## config.mk

```make
export PLATFORM = sky130hd
export DESIGN_NAME = dmem_bridge
export DESIGN_NICKNAME = d
export VERILOG_FILES = /design/src/rtl/dmem_bridge.sv
export SDC_FILE = /design/constraint.sdc
export NUM_CORES = 1
export LEC_CHECK = 0
export CAP_MARGIN = 20
export CORE_ASPECT_RATIO = 0.8
export CORE_MARGIN = 5
export CORE_UTILIZATION = 27
export DETAILED_ROUTE_END_ITERATION = 8
export PLACE_DENSITY = 0.89
export SYNTH_ARGS = -nofsm -noshare
export SYNTH_HDL_FRONTEND = slang
export SYNTH_SLANG_ARGS = --single-unit
```

## constraint.sdc

```tcl
create_clock -name clk -period 1.4 [get_ports clk]
set_input_delay 0.14 -clock clk [delete_from_list [all_inputs] [get_ports clk]]
set_output_delay 0.14 -clock clk [all_outputs]
set_load 0.005 [all_outputs]
```

## src/rtl/dmem_bridge.sv

```systemverilog
// dmem_bridge: memory stage to SRAM-like data bus bridge; define DMEM_BRIDGE_PERF_CNT_EN to build the stall_cycles counter
module dmem_bridge #(
    parameter int STALL_CNT_W = 32
) (
    input  logic                   clk,
    input  logic                   resetn,
    input  logic                   mem_req,
    input  logic                   mem_wr,
    input  logic [1:0]             mem_size,
    input  logic [3:0]             mem_wstrb,
    input  logic [31:0]            mem_address,
    input  logic [31:0]            write_mem_data,
    input  logic                   flush,
    input  logic                   wb_allowin,
    output logic [31:0]            read_mem_data,
    output logic                   mem_stall,
    output logic                   data_req,
    output logic                   data_wr,
    output logic [1:0]             data_size,
    output logic [3:0]             data_wstrb,
    output logic [31:0]            data_addr,
    output logic [31:0]            data_wdata,
    input  logic                   data_addr_ok,
    input  logic                   data_data_ok,
    input  logic [31:0]            data_rdata,
    output logic [STALL_CNT_W-1:0] stall_cycles
);
    localparam logic [2:0] IDLE = 3'd0, REQ = 3'd1, WAIT = 3'd2, DONE = 3'd3, CANCEL = 3'd4;
    logic [2:0] state, state_nxt;
    logic       cancel, cancel_nxt, kill;
    assign kill = flush | cancel;
    assign data_wr    = mem_wr;
    assign data_size  = mem_size;
    assign data_wstrb = mem_wstrb;
    assign data_addr  = mem_address;
    assign data_wdata = write_mem_data;
    // resetn gates the combinational outputs so they read 0 while reset is held
    assign data_req  = resetn & (state == IDLE ? mem_req & ~flush : state == REQ);
    assign mem_stall = resetn & (state == DONE ? 1'b0 : state == CANCEL ? mem_req : mem_req & ~flush);
    always_comb begin
        state_nxt = state;
        case (state)
            IDLE:    state_nxt = data_req ? (data_addr_ok ? WAIT : REQ) : IDLE;
            REQ:     state_nxt = data_addr_ok ? (kill ? CANCEL : WAIT) : REQ;
            WAIT:    state_nxt = data_data_ok ? (kill ? IDLE : DONE) : (kill ? CANCEL : WAIT);
            DONE:    state_nxt = (wb_allowin | flush) ? IDLE : DONE;
            CANCEL:  state_nxt = data_data_ok ? IDLE : CANCEL;
            default: state_nxt = IDLE;
        endcase
        cancel_nxt = (state_nxt == IDLE) ? 1'b0 : kill;
    end
    always_ff @(posedge clk or negedge resetn) begin
        if (!resetn) begin
            state         <= IDLE;
            cancel        <= 1'b0;
            read_mem_data <= '0;
        end else begin
            state  <= state_nxt;
            cancel <= cancel_nxt;
            if (state == WAIT && data_data_ok && !kill && !mem_wr)
                read_mem_data <= data_rdata;
        end
    end
`ifdef DMEM_BRIDGE_PERF_CNT_EN
    always_ff @(posedge clk or negedge resetn) begin
        if (!resetn)
            stall_cycles <= '0;
        else if (mem_stall && !(&stall_cycles))
            stall_cycles <= stall_cycles + 1'b1;
    end
`else
    assign stall_cycles = '0;
`endif
endmodule

```

==> results.py <==
# Metrics from the implementation run
metrics = {
    "placement": {
        "place.gp.congestion": 0.775,
        "post-place-cells": 336,
        "hpwl_um": 3660,
        "port-buffer-count": 74,
        "place_worst_setup_slack_ns": -0.351,
    },
    "yosys": {
        "syn_inst": 210,
        "synth_top_cell_by_count": "sky130_fd_sc_hd__buf_4",
        "synthesis.yosys.warnings": 0,
        "netlist.top_cell.by_area": "sky130_fd_sc_hd__dfrtp_1",
        "post_synth_num_cell_types": 29,
        "synth_area_per_cell_um2": 11.7,
        "post_synth_instance_area_um2": 2460,
        "flip_flop_and_latch_count_after_synthesis": 36,
        "seq_area_frac_synth_pct": 36.6,
        "count_of_flip_flops_with_a_built_in_enable_after_synthesis": 0,
        "yosys_cells": 210,
        "synth_chip_area_um2": 2460,
        "ys_dominant_reg_cell": "sky130_fd_sc_hd__dfrtp_1",
    },
    "detailed_routing": {
        "first_pass_iters": 3,
        "drcViolationCount": 0,
        "detail_route.vias_per_cell": 3.83,
        "route.detailed.wl_per_inst_um": 14.1,
        "drt.antenna.violating_nets": 0,
    },
    "clock_network": {
        "cts-hold-fix-buffers": 1,
        "cts_root_buffer": "sky130_fd_sc_hd__clkbuf_16",
        "clockBufferDepth": 2,
        "clk_pin_slew_worst_paths_ns": 0.06,
        "cts-buffers-inserted": 5,
        "tritoncts": "done",
        "post_cts_buffers": 4,
        "maximum_level_of_the_cts_h_tree": 2,
    },
    "worst_setup_path": {
        "arrival_ns": 1.79,
        "crit_path_cell_trace": "buf_6 > nor2b_4 > nand4b_4 > nor2_8 > buf_12 > mux2_2",
        "r2r_start": "state[2]",
        "timing.critical_path.slowest_cell_delay_ns": 0.39,
        "startpoint_types": "flip-flop",
        "rr_endpoint": "read_mem_data[3]",
        "reg2reg_depth": 6,
        "critPathCaptureType": "flip-flop",
    },
    "layout": {
        "layout.filler_cells": 890,
        "layout.cells.most_common": "sky130_fd_sc_hd__clkdlybuf4s50_1",
        "final_nets": 345,
    },
    "floorplanning": {
        "chip_area_um2": 11100,
        "design.portCount": 247,
        "floorplanUtilization_pct": 27.4,
    },
    "min_path": {
        "destination_of_the_worst_hold_path": "data_addr[10]",
        "min-delay-start": "mem_address[10]",
        "hold_depth": 0,
    },
    "timing": {
        "final_critical_path_setup_slack_ns": -0.237,
        "maxClockFrequency_mhz": 611,
        "grt_setup_unrepaired": "true",
        "layout_worst_path_cycle_share_pct": 117,
        "setup-violations-final": 35,
        "fin_setup_tns_ns": -6.76,
        "finalHoldViolations": 0,
    },
    "run_status": {
        "outcome": "complete, but fails checks",
        "violations_in_the_final_reports": "setup timing",
    },
    "pwr": {
        "internal_power_mw": 3.83,
        "power_combinational_mw": 2.17,
        "share_comb_of_total_power_pct": 42.7,
        "power.net_switching_mw": 1.26,
        "pwr_density_cell_nw_per_um2": 1680,
        "switching_share_pct": 24.8,
    },
    "global_routing": {
        "grt_pass1_vias": 1433,
        "grt_usage_pct": 8.30,
    },
    "flow_run": {
        "warning_total_across_the_stage_logs": 29,
    },
}
cell type report:
type,instances,share of cell area (%)
antenna,1,0.0827
clock buffer,7,5.05
inverter,2,0.248
multi-input combinational,95,28.9
sequential,36,29.8
tap,115,4.76
timing repair buffer,95,31.2
layer usage:
| layer | vias up | wire (um) | GRT usage (%) |
|---|---|---|---|
| li1 | 599 | - | - |
| met1 | 659 | 1810 | 8.85 |
| met2 | 78 | 2500 | 13.4 |
| met3 | 10 | 539 | 4.19 |
| met4 | 0 | 109 | 4.58 |
| met5 | - | 0 | 0 |
flip-flops by register name, summed over array words and instances (netlist names):
name / flops
state: 3
read_mem_data: 32
cancel: 1
cell families (layout without fill, tap and decap cells):
logic type / Yosys count / in the layout / synth area share (%)
compound gates: 9 / 9 / 3.10
buf+inv: 110 / 104 / 34.7
mux: 32 / 32 / 19.2
flops: 36 / 36 / 36.6
simple gates: 22 / 22 / 6.16
other cells: 1 / 33 / 0.153
worst max path at each step:
stage / cells after the start / endpoint / slack [ns] / startpoint
5_1_grt: 6 / read_mem_data[3] / -0.30 / state[2]
6_report: 6 / read_mem_data[3] / -0.24 / state[2]
2_1_floorplan: 5 / read_mem_data[0] / -0.08 / state[2]
4_1_cts: 7 / mem_stall / -0.22 / state[2]
3_5_place_dp: 6 / read_mem_data[4] / -0.35 / flush
3_3_place_gp: 6 / read_mem_data[3] / -0.30 / flush
per-stage QoR:
stage,cell area [um2],hold WS [ns],total power [mW]
after detailed placement,2730,0.159,3.87
after floorplan,2570,-0.156,2.84
final,3030,0.280,5.09
after global placement,2730,0.158,3.79
after global routing,3030,0.280,5.39
after CTS,2970,0.280,5.11
worst max-delay path: cells and delay by family (launching register included):
kind / cells / cell delay (ns)
flops: 1 / 0.39
mux: 1 / 0.35
simple gates: 3 / 0.42
buf+inv: 2 / 0.33
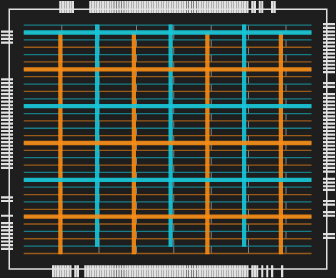
(power grid)
Pins as bars on the die edge. Tap cells in gray.
[VSS] orange
[VDD] cyan
signal pins: 247
met1 rails: 32
highest ir drop seen on vdd: 0.680 mV
width of the chip: 117 um

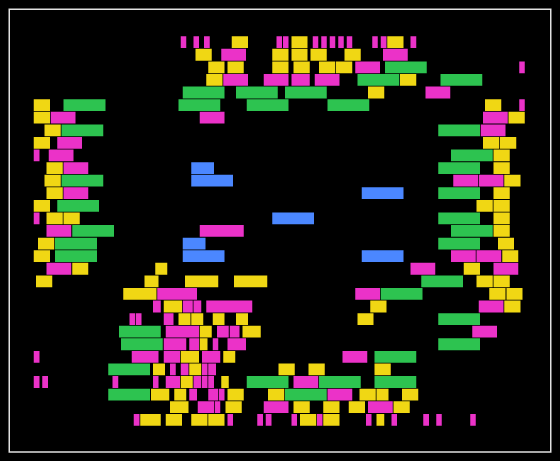
(placed cells, one color a class)
[remaining buffers and delay cells] yellow | cells: 95 | share of their area: 33%
[combinational and other logic] magenta | cells: 97 | share of their area: 31%
[clock drivers and dummy loads] blue | cells: 7 | share of their area: 5.3%
[sequential cells] green | cells: 36 | share of their area: 31%
register fraction of the total cell area: 29.8%
number of cell rows: 31

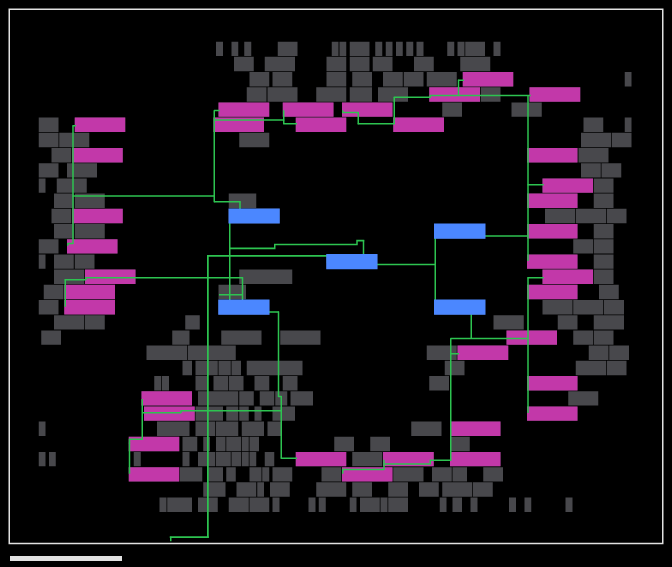
(routed clock nets over the placement)
Bar = 20 um.
[flip-flops] magenta | count: 36
[clock wires] green | length: 542 um
[clock drivers] blue | count: 5
flops lie: spread over the die
Late-Pin Clk Latency: 0.27 ns
part of the power in the clock network: 22.3%
Clock Skews: 0.00573 ns
clock group total power: 1.13 mW

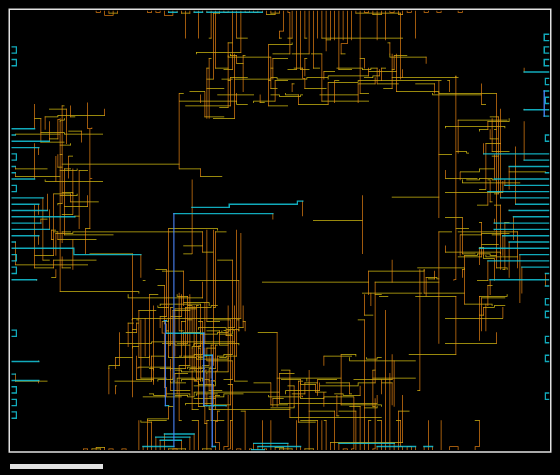
(routed metal, one color a layer)
Bar = 20 um.
[metal 2] orange | wire length: 2500 um
[metal 4] blue | wire length: 110 um
[metal 3] cyan | wire length: 540 um
[metal 1] yellow | wire length: 1810 um
aggregate routed wire length: 4950 um
via count: 1346

Power and IR drop assume default switching activity.
